<file path="config.mk">
export PLATFORM = sky130hd
export DESIGN_NAME = mips_multicycle_ctrl
export DESIGN_NICKNAME = d
export VERILOG_FILES = /design/src/rtl/mips_pkg.sv /design/src/rtl/mips_wait_timer.sv /design/src/rtl/mips_multicycle_ctrl.sv
export SDC_FILE = /design/constraint.sdc
export NUM_CORES = 1
export LEC_CHECK = 0
export ABC_AREA = 1
export CAP_MARGIN = 20
export CORE_ASPECT_RATIO = 1.2
export CORE_MARGIN = 10
export CORE_UTILIZATION = 35
export DETAILED_ROUTE_END_ITERATION = 10
export PLACE_DENSITY = 0.66
export SETUP_SLACK_MARGIN = 0.4
export SLEW_MARGIN = 5
export SYNTH_ARGS = -nofsm -noshare
export SYNTH_HDL_FRONTEND = slang
export SYNTH_HIERARCHICAL = 1
export SYNTH_SLANG_ARGS = --single-unit
</file>
<file path="constraint.sdc">
create_clock -name clk -period 5.3 [get_ports clk]
set_input_delay 1.06 -clock clk [delete_from_list [all_inputs] [get_ports clk]]
set_output_delay 1.06 -clock clk [all_outputs]
set_load 0.005 [all_outputs]
</file>
<file path="src/rtl/mips_pkg.sv">
// Shared encodings for the multicycle MIPS controller.
// Opcodes, datapath mux selects and FSM states.
package mips_pkg;

  localparam logic [5:0] OP_R    = 6'b000000;
  localparam logic [5:0] OP_LW   = 6'b100011;
  localparam logic [5:0] OP_SW   = 6'b101011;
  localparam logic [5:0] OP_BEQ  = 6'b000100;
  localparam logic [5:0] OP_ADDI = 6'b001000;
  localparam logic [5:0] OP_SLTI = 6'b001010;
  localparam logic [5:0] OP_J    = 6'b000010;

  typedef enum logic [2:0] {
    ALU_RTYPE = 3'b000,
    ALU_ADD   = 3'b001,
    ALU_SUB   = 3'b010,
    ALU_SLT   = 3'b011
  } alu_op_e;

  typedef enum logic [1:0] {
    PCS_ALU    = 2'b00,
    PCS_ALUOUT = 2'b01,
    PCS_JUMP   = 2'b10
  } pc_src_e;

  typedef enum logic [1:0] {
    SRCB_B      = 2'b00,
    SRCB_FOUR   = 2'b01,
    SRCB_IMM    = 2'b10,
    SRCB_IMM_SH = 2'b11
  } src_b_e;

  typedef enum logic [3:0] {
    S_IDLE     = 4'd0,
    S_FETCH    = 4'd1,
    S_DECODE   = 4'd2,
    S_MEM_ADR  = 4'd3,
    S_MEM_RD   = 4'd4,
    S_MEM_WB   = 4'd5,
    S_MEM_WR   = 4'd6,
    S_EXEC_R   = 4'd7,
    S_ALU_WB_R = 4'd8,
    S_EXEC_I   = 4'd9,
    S_ALU_WB_I = 4'd10,
    S_BRANCH   = 4'd11,
    S_JUMP     = 4'd12
  } state_e;

  function automatic logic is_mem_state(state_e s);
    return (s == S_FETCH) || (s == S_MEM_RD) || (s == S_MEM_WR);
  endfunction

endpackage

</file>
<file path="src/rtl/mips_wait_timer.sv">
// Memory handshake wait counter.
// Expires when the count reaches TIMEOUT; TIMEOUT=0 never expires.
module mips_wait_timer
  import mips_pkg::*;
#(
  parameter int TIMEOUT = 255
) (
  input  logic clk,
  input  logic rst_n,
  input  logic clr_i,
  input  logic en_i,
  output logic expired_o
);

  localparam int W = (TIMEOUT < 2) ? 1 : $clog2(TIMEOUT + 1);

  logic [W-1:0] cnt_q;
  logic [W-1:0] cnt_d;

  assign expired_o = (TIMEOUT != 0) && (cnt_q == W'(TIMEOUT));

  always_comb begin
    cnt_d = cnt_q;
    if (clr_i) begin
      cnt_d = '0;
    end else if (en_i && !expired_o) begin
      cnt_d = cnt_q + W'(1);
    end
  end

  always_ff @(posedge clk or negedge rst_n) begin
    if (!rst_n) begin
      cnt_q <= '0;
    end else begin
      cnt_q <= cnt_d;
    end
  end

endmodule

</file>
<file path="src/rtl/mips_multicycle_ctrl.sv">
// Multicycle MIPS control FSM: per-state strobes, memory
// handshake with timeout, illegal-op flag and retire counter.
module mips_multicycle_ctrl
  import mips_pkg::*;
#(
  parameter int CNT_W   = 32,
  parameter int TIMEOUT = 255
) (
  input  logic             clk,
  input  logic             rst_n,
  input  logic [5:0]       op,
  input  logic             zero,
  input  logic             mem_ready,
  output logic             mem_req,
  output logic             mem_read,
  output logic             mem_write,
  output logic             iord,
  output logic             ir_write,
  output logic             pc_write,
  output logic             pc_write_cond,
  output logic [1:0]       pc_source,
  output logic             reg_dst,
  output logic             mem_to_reg,
  output logic             reg_write,
  output logic             alu_src_a,
  output logic [1:0]       alu_src_b,
  output logic [2:0]       alu_op,
  output logic             illegal_op,
  output logic             mem_timeout,
  output logic [CNT_W-1:0] instr_count,
  output logic [3:0]       state
);

  state_e state_q;
  state_e state_d;

  logic [CNT_W-1:0] cnt_q;
  logic [CNT_W-1:0] cnt_d;

  logic in_mem;
  logic expired;
  logic retire;
  logic zero_unused;

  // zero is consumed by the datapath PC-enable gate, not here
  assign zero_unused = zero;

  assign in_mem = is_mem_state(state_q);

  mips_wait_timer #(
    .TIMEOUT(TIMEOUT)
  ) u_timer (
    .clk      (clk),
    .rst_n    (rst_n),
    .clr_i    (!in_mem || mem_ready || expired),
    .en_i     (in_mem && !mem_ready),
    .expired_o(expired)
  );

  always_comb begin
    state_d       = state_q;
    retire        = 1'b0;
    mem_req       = 1'b0;
    mem_read      = 1'b0;
    mem_write     = 1'b0;
    iord          = 1'b0;
    ir_write      = 1'b0;
    pc_write      = 1'b0;
    pc_write_cond = 1'b0;
    pc_source     = PCS_ALU;
    reg_dst       = 1'b0;
    mem_to_reg    = 1'b0;
    reg_write     = 1'b0;
    alu_src_a     = 1'b0;
    alu_src_b     = SRCB_B;
    alu_op        = ALU_RTYPE;
    illegal_op    = 1'b0;
    mem_timeout   = 1'b0;

    case (state_q)
      S_IDLE: begin
        state_d = S_FETCH;
      end

      S_FETCH: begin
        mem_req   = 1'b1;
        mem_read  = 1'b1;
        alu_src_b = SRCB_FOUR;
        alu_op    = ALU_ADD;
        if (mem_ready) begin
          ir_write = 1'b1;
          pc_write = 1'b1;
          state_d  = S_DECODE;
        end else if (expired) begin
          mem_timeout = 1'b1;
          state_d     = S_FETCH;
        end
      end

      S_DECODE: begin
        alu_src_b = SRCB_IMM_SH;
        alu_op    = ALU_ADD;
        unique case (1'b1)
          (op == OP_LW),
          (op == OP_SW):   state_d = S_MEM_ADR;
          (op == OP_R):    state_d = S_EXEC_R;
          (op == OP_BEQ):  state_d = S_BRANCH;
          (op == OP_ADDI),
          (op == OP_SLTI): state_d = S_EXEC_I;
          (op == OP_J):    state_d = S_JUMP;
          default: begin
            illegal_op = 1'b1;
            state_d    = S_FETCH;
          end
        endcase
      end

      S_MEM_ADR: begin
        alu_src_a = 1'b1;
        alu_src_b = SRCB_IMM;
        alu_op    = ALU_ADD;
        state_d   = (op == OP_SW) ? S_MEM_WR : S_MEM_RD;
      end

      S_MEM_RD: begin
        mem_req  = 1'b1;
        mem_read = 1'b1;
        iord     = 1'b1;
        if (mem_ready) begin
          state_d = S_MEM_WB;
        end else if (expired) begin
          mem_timeout = 1'b1;
          state_d     = S_FETCH;
        end
      end

      S_MEM_WB: begin
        reg_write  = 1'b1;
        mem_to_reg = 1'b1;
        retire     = 1'b1;
        state_d    = S_FETCH;
      end

      S_MEM_WR: begin
        mem_req   = 1'b1;
        mem_write = 1'b1;
        iord      = 1'b1;
        if (mem_ready) begin
          retire  = 1'b1;
          state_d = S_FETCH;
        end else if (expired) begin
          mem_timeout = 1'b1;
          state_d     = S_FETCH;
        end
      end

      S_EXEC_R: begin
        alu_src_a = 1'b1;
        alu_src_b = SRCB_B;
        alu_op    = ALU_RTYPE;
        state_d   = S_ALU_WB_R;
      end

      S_ALU_WB_R: begin
        reg_write = 1'b1;
        reg_dst   = 1'b1;
        retire    = 1'b1;
        state_d   = S_FETCH;
      end

      S_EXEC_I: begin
        alu_src_a = 1'b1;
        alu_src_b = SRCB_IMM;
        alu_op    = (op == OP_SLTI) ? ALU_SLT : ALU_ADD;
        state_d   = S_ALU_WB_I;
      end

      S_ALU_WB_I: begin
        reg_write = 1'b1;
        retire    = 1'b1;
        state_d   = S_FETCH;
      end

      S_BRANCH: begin
        alu_src_a     = 1'b1;
        alu_src_b     = SRCB_B;
        alu_op        = ALU_SUB;
        pc_write_cond = 1'b1;
        pc_source     = PCS_ALUOUT;
        retire        = 1'b1;
        state_d       = S_FETCH;
      end

      S_JUMP: begin
        pc_write  = 1'b1;
        pc_source = PCS_JUMP;
        retire    = 1'b1;
        state_d   = S_FETCH;
      end

      default: begin
        state_d = S_IDLE;
      end
    endcase
  end

  assign cnt_d = retire ? cnt_q + CNT_W'(1) : cnt_q;

  always_ff @(posedge clk or negedge rst_n) begin
    if (!rst_n) begin
      state_q <= S_IDLE;
      cnt_q   <= '0;
    end else begin
      state_q <= state_d;
      cnt_q   <= cnt_d;
    end
  end

  assign instr_count = cnt_q;
  assign state       = state_q;

endmodule

</file>
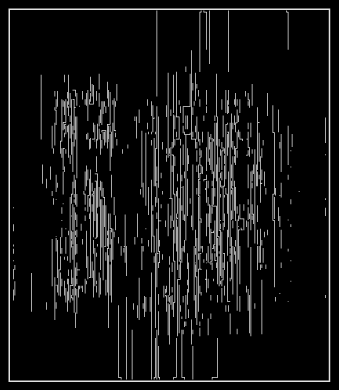
**Above:** the metal 2 layer.
(3 px per µm)
longest straight run: 41.1 µm
main direction: vertical
GR Util met2: 23.6%
vias: 3230
Post-Route WL: 8770 µm

==> run notes <==
run metrics: max reg flops 32, top-count cell post-synth nand2_1, n_taps 117, Hold EP u_timer/cnt_q[7], H-tree depth 2, Ant. Diodes 0, Logic area 1740 µm², largest net degree at the start of global routing 50, Iter 0 DRT Violations 144, start point of the critical path op[5], sequential share of power 33.7%, Main synth FF type dfrtp_1, cells in synth_stat.txt 501, WS Path Type primary input to output port, Syn Nets 513, critical path arrival 2.61 ns, CTS resizes 0, path depth of the worst reg2reg path 5, Final Hold Fails 0, Seq. cell area 1100 µm², Top cells by area dfrtp_1, nand2_1, nor2_1, sequential power 0.000419 W, Slew headroom 32.4%, run status finished, final reports clean, final global-route overflow total 0, Top class by area multi-input combinational cells, yosys stat chip area 3120 µm², NonClk Buf Share 16.2%, Switch Pwr 0.000467 W
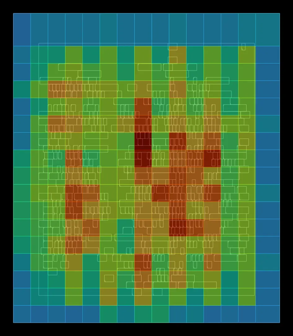
**Above:** track usage over the die.
WL/cell: 12.9 µm
GRT Max-Usage Layer: met2

Power figures rest on the tool's default switching activity, not on a simulated workload.
